**src/rtl/mst_pref_buf.sv**
```systemverilog
// mst_pref_buf: parametrised multi-channel prefetch buffer for the FT60x
// master FIFO bridge. Each channel owns a DEPTH-word circular buffer that is
// filled from either the internal channel FIFO (loop-back) or a streaming
// pattern generator, and is drained show-ahead by the bus write engine.
// Fill and drain use independent channel selects.
// Fills run through a one-stage request pipeline: request in cycle t, data
// returns and is written in cycle t+1.
// Optional feature: define MST_PREF_ERR_EN to build the sticky per-channel
// underflow flags on pref_err; when it is undefined, pref_err is tied to zero.
module mst_pref_buf #(
  parameter int NCH     = 4,
  parameter int CHBIT   = 2,
  parameter int WIDTH   = 36,
  parameter int DEPTH   = 4,
  parameter int ADDRBIT = 2,
  parameter int GENW    = WIDTH - 4
) (
  input  logic                clk,
  input  logic                rst,
  input  logic                pref_ena,
  input  logic [NCH-1:0]      pref_mod,
  input  logic [CHBIT-1:0]    fill_chn,
  input  logic [NCH-1:0]      pref_flush,
  input  logic                rd_req,
  input  logic [CHBIT-1:0]    rd_chn,
  output logic [WIDTH-1:0]    rd_dout,
  output logic [NCH-1:0]      pref_nempt,
  output logic [NCH-1:0]      pref_full,
  output logic                ififo_rd,
  input  logic [NCH-1:0]      ifnempt,
  input  logic [WIDTH-1:0]    ififodat,
  output logic [NCH-1:0]      gen_req,
  input  logic [NCH*GENW-1:0] gen_dat,
  output logic [NCH-1:0]      pref_err
);

  localparam int LENW = ADDRBIT + 1;
  localparam int PADW = WIDTH - GENW;
  localparam logic [LENW:0]   DEPTH_CMP  = (LENW+1)'(DEPTH);
  localparam logic [LENW-1:0] DEPTH_LEN  = LENW'(DEPTH);

  // Per-channel pointer and occupancy views, gathered for the channel muxes
  logic [ADDRBIT-1:0] wrptr_all [NCH];
  logic [ADDRBIT-1:0] rdptr_all [NCH];
  logic [LENW-1:0]    len_all   [NCH];

  // One-stage fill request pipeline
  logic               req_p1_reg;
  logic [CHBIT-1:0]   chn_p1_reg;
  logic               mod_p1_reg;

  // Fill issue
  logic               fill_ok;
  logic               inflight;
  logic [LENW:0]      fill_level;
  logic               fill_req;

  // Write side
  logic               wr_en;
  logic [GENW-1:0]    gen_sel;
  logic [WIDTH-1:0]   wr_data;

  // Read side
  logic               rd_ok;
  logic               rd_hit;
  logic               pop;

  // Shared storage for all channels, addressed {channel, pointer}. Read is
  // asynchronous because the write engine needs the head word with zero
  // latency, so this maps to distributed RAM rather than block RAM.
  logic [WIDTH-1:0]   mem [NCH*DEPTH];

  // Fill throttle: a word already requested for this channel but not yet
  // written counts toward the fill level, so the buffer can use all DEPTH
  // slots without ever overflowing.
  always_comb begin
    fill_ok    = (32'(fill_chn) < NCH);
    inflight   = req_p1_reg & (chn_p1_reg == fill_chn);
    fill_level = {1'b0, len_all[fill_chn]} + {{LENW{1'b0}}, inflight};
    fill_req   = ~rst & pref_ena & fill_ok & ~pref_flush[fill_chn]
               & (fill_level < DEPTH_CMP)
               & (pref_mod[fill_chn] | ifnempt[fill_chn]);
  end

  assign ififo_rd = fill_req & ~pref_mod[fill_chn];

  // Generator request is one-hot on the channel being filled in streaming mode
  always_comb begin
    gen_req = '0;
    if (fill_req & pref_mod[fill_chn]) begin
      gen_req[fill_chn] = 1'b1;
    end
  end

  // Capture the issued request; the mode is frozen here so a later mode
  // change cannot redirect a word that is already on its way.
  always_ff @(posedge clk) begin
    if (rst) begin
      req_p1_reg <= 1'b0;
      chn_p1_reg <= '0;
      mod_p1_reg <= 1'b0;
    end else begin
      req_p1_reg <= fill_req;
      chn_p1_reg <= fill_chn;
      mod_p1_reg <= pref_mod[fill_chn];
    end
  end

  // Returned data: generator words are padded with all byte enables set.
  // A flush of the destination channel in the return cycle drops the word.
  assign gen_sel = gen_dat[chn_p1_reg*GENW +: GENW];
  assign wr_data = mod_p1_reg ? {{PADW{1'b1}}, gen_sel} : ififodat;
  assign wr_en   = ~rst & req_p1_reg & ~pref_flush[chn_p1_reg];

  // Storage write; contents are deliberately not reset
  always_ff @(posedge clk) begin
    if (wr_en) begin
      mem[{chn_p1_reg, wrptr_all[chn_p1_reg]}] <= wr_data;
    end
  end

  // Show-ahead read of the selected channel; empty channels read as zero
  // and a request against an empty channel is ignored.
  always_comb begin
    rd_ok   = (32'(rd_chn) < NCH);
    rd_hit  = rd_ok & pref_nempt[rd_chn];
    pop     = rd_req & rd_hit;
    rd_dout = rd_hit ? mem[{rd_chn, rdptr_all[rd_chn]}] : '0;
  end

  for (genvar gi = 0; gi < NCH; gi++) begin : g_chn
    logic [ADDRBIT-1:0] wrptr_reg;
    logic [ADDRBIT-1:0] rdptr_reg;
    logic [LENW-1:0]    len_reg;
    logic [LENW-1:0]    len_next;
    logic               wr_hit;
    logic               pop_hit;

    assign wr_hit  = wr_en & (chn_p1_reg == CHBIT'(gi));
    assign pop_hit = pop & (rd_chn == CHBIT'(gi));

    // Occupancy: a same-cycle write and pop cancel, at any fill level
    always_comb begin
      len_next = len_reg;
      if (wr_hit && !pop_hit) begin
        len_next = len_reg + LENW'(1);
      end else if (pop_hit && !wr_hit) begin
        len_next = len_reg - LENW'(1);
      end
    end

    // Pointer and occupancy registers; flush outranks any same-cycle write or pop
    always_ff @(posedge clk) begin
      if (rst || pref_flush[gi]) begin
        wrptr_reg <= '0;
        rdptr_reg <= '0;
        len_reg   <= '0;
      end else begin
        if (wr_hit) begin
          wrptr_reg <= wrptr_reg + ADDRBIT'(1);
        end
        if (pop_hit) begin
          rdptr_reg <= rdptr_reg + ADDRBIT'(1);
        end
        len_reg <= len_next;
      end
    end

    assign wrptr_all[gi]  = wrptr_reg;
    assign rdptr_all[gi]  = rdptr_reg;
    assign len_all[gi]    = len_reg;
    assign pref_nempt[gi] = (len_reg != '0);
    assign pref_full[gi]  = (len_reg == DEPTH_LEN);

`ifdef MST_PREF_ERR_EN
    logic err_reg;

    // Sticky underflow flag: a read request against this channel while empty
    always_ff @(posedge clk) begin
      if (rst || pref_flush[gi]) begin
        err_reg <= 1'b0;
      end else if (rd_req && (rd_chn == CHBIT'(gi)) && (len_reg == '0)) begin
        err_reg <= 1'b1;
      end
    end

    assign pref_err[gi] = err_reg;
`else
    assign pref_err[gi] = 1'b0;
`endif
  end

endmodule

```
**config.mk**
```make
export PLATFORM = sky130hd
export DESIGN_NAME = mst_pref_buf
export DESIGN_NICKNAME = d
export VERILOG_FILES = /design/src/rtl/mst_pref_buf.sv
export SDC_FILE = /design/constraint.sdc
export NUM_CORES = 1
export LEC_CHECK = 0
export CORE_MARGIN = 8
export CORE_UTILIZATION = 50
export DETAILED_ROUTE_END_ITERATION = 6
export GPL_ROUTABILITY_DRIVEN = 0
export PLACE_DENSITY = 0.71
export SYNTH_ARGS = -nofsm -noshare
export SYNTH_HDL_FRONTEND = slang
export SYNTH_SLANG_ARGS = --single-unit
```
**constraint.sdc**
```tcl
create_clock -name clk -period 3.9 [get_ports clk]
set_input_delay 0.39 -clock clk [delete_from_list [all_inputs] [get_ports clk]]
set_output_delay 0.39 -clock clk [all_outputs]
set_load 0.1 [all_outputs]
```
Figure 1. Clock wires, drivers and flops.
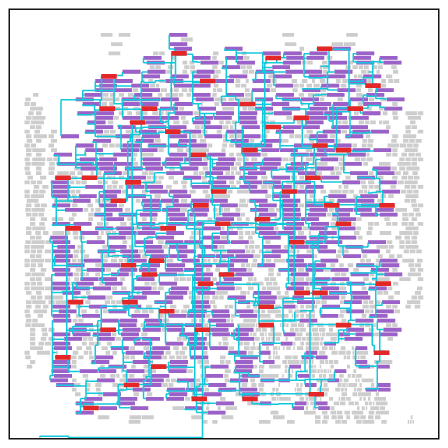
legend:
  red:
    item: clock drivers
    count: 58
  purple:
    item: flip-flops
    count: 608
  cyan:
    item: clock wires
    length: 6820 um
flops lie: all over the die
routed clock nets: 59

Figure 2. Logic cells by family.
The bar under the picture is 100 um long.
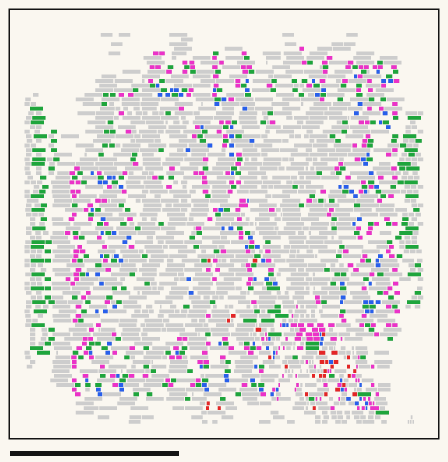
legend:
  green:
    family: mux cells
    cells: 294
    most_used: mux2i_1
    where: all over the die
  red:
    family: and/or cells
    cells: 31
    most_used: or3_1
  magenta:
    family: nor cells
    cells: 313
    most_used: nor4b_1
    where: all over the die
  blue:
    family: nand cells
    cells: 131
    most_used: nand4b_1
    where: all over the die
Top cell excl fill/tap: edfxtp_1
logic share of the area: 27.86%
Non-Filler Instances: 2728

Figure 3. Cell placement.
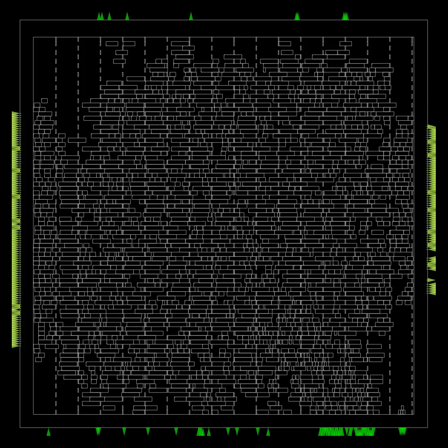
Fillers: 3990
Layout Utilization: 61.07%
Site Rows: 86
Seq cells: 608
core area: 0.05520 mm2

Figure 4. Signal metal coverage by tile.
The die is cut into 25 by 25 equal tiles; black is low, pale yellow is high, scaled to the fullest tile. Values are wire area over tile area, all layers added.
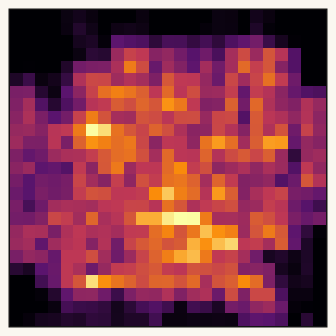
tiles over half the peak: 32%
nearly empty tiles: 13%
mean over tiles: 0.18
fullest tile: 0.51
emptiest ninth of the die: top left
densest ninth of the die: middle

==> flow_summary_export.csv <==
group,metric,value,unit
finish,area_delta_synth_final,20.33,%
global_routing,grt_max_degree,120,
synthesis,top_cell_area_share,61.74,%
setup_path,crit_cells,6,
cts,clk_path_buf_depth,3,
outcome,status,"completed",
drt,dr.pass1.iters,7,
setup_path,crit_buf_inv,2,
finish,lay_top_cells,"edfxtp_1 (576), clkdlybuf4s50_1 (189), mux2i_1 (183)",
synthesis,ys_ff,608,
final_timing,worst_slew_pin_slew,1.084,ns
final_timing,hold_slack,0.5159,ns
final_timing,fmax,0.2756,GHz
finish,largest_class,"registers",
setup_path,cp-start-kind,"flop",
place,io_buffers,232,
synthesis,logic_family,"simple AND/OR/NAND/NOR gates",
setup_path,max_stage_delay,0.68,ns
floorplanning,io_pins,237,
drt,vias,17280,
setup_path,arrival,3.24,ns
run,maxCapViolations,0,
global_routing,grt_use_met1,29.22,%
final_timing,tns,0,ns
cts,post_cts_buffers,0,
final_timing,hold_violations,0,
setup_path,r2r_setup_slack,0.84,ns
synthesis,ys_cells,1757,
synthesis,ys_sh_mux,12.60,%
place,placed_area,0.03166,mm2
finish,nNonClkInverters,11,
final_timing,final.setup.worst_slack,0.2714,ns
synthesis,synthArstFlopShare,0,%
global_routing,grt_most_used_layer,"met2",
global_routing,use_met3,4.770,%
synthesis,ys_sh_simple,13.54,%
global_routing,grtUsageTotal,22.16,%
finish,clkbuf_count,68,
final_timing,clock-skew-final,0.01761,ns
finish,layout-drive-gt1-share,23.69,%
finish,logic_area,0.009390,mm2
run,log.warning_count,31,
power,power_density,419.9,mW/mm2
drt,vias_per_cell,6.334,
cts,post_cts_resized,0,
cts,cts_tree,"yes",
final_timing,fin_crit_sh,93.04,%
final_timing,layout_min_cycle_time,3.629,ns
finish,flop_area,0.01795,mm2
setup_path,cp_max_fo,50,
cts,ctsHoldBuffers,0,
drt,drc,0,
synthesis,ys_sh_xor,0.6565,%
setup_path,critPathCaptureType,"output port",
finish,largest_register_ff_count,576,
synthesis,synthTopCellsByArea,"edfxtp_1 (62%), mux2i_1 (6.6%), nor4b_1 (4.5%), mux4_2 (3.1%), o221a_2 (2.8%)",
finish,clk_share,6.076,%
floorplanning,die_h,252.7,um
global_routing,antenna_found_initial,0,
finish,seq_share,53.24,%
synthesis,synthAoiAreaFrac,5.489,%
==> cells in the mapped netlist (9+ instances only) <==
cell type  number
edfxtp_1      576
mux2i_1       185
nor4b_1       143
clkbuf_1      113
nor4bb_1       74
nand4b_1       73
o221a_2        70
mux2_2         61
buf_2          44
nor2_1         42
mux4_2         39
nand4_1        39
a22o_1         35
dfxtp_1        32
o21ai_2        30
nor3_2         29
xor2_1         15
nor3_1         14
o21ai_0        11
inv_1          10
or3_1          10
or2_2           9
==> report_power, final <==
group | internal, uW | switching (uW) | total (uW) | leakage (uW)
sequential | 7240 | 26.2 | 7270 | 0.00543
clock | 3630 | 2430 | 6060 | 0.00101
combinational | 363 | 471 | 834 | 0.00458
total | 11200 | 2920 | 14200 | 0.0110
Power and IR drop assume default switching activity.
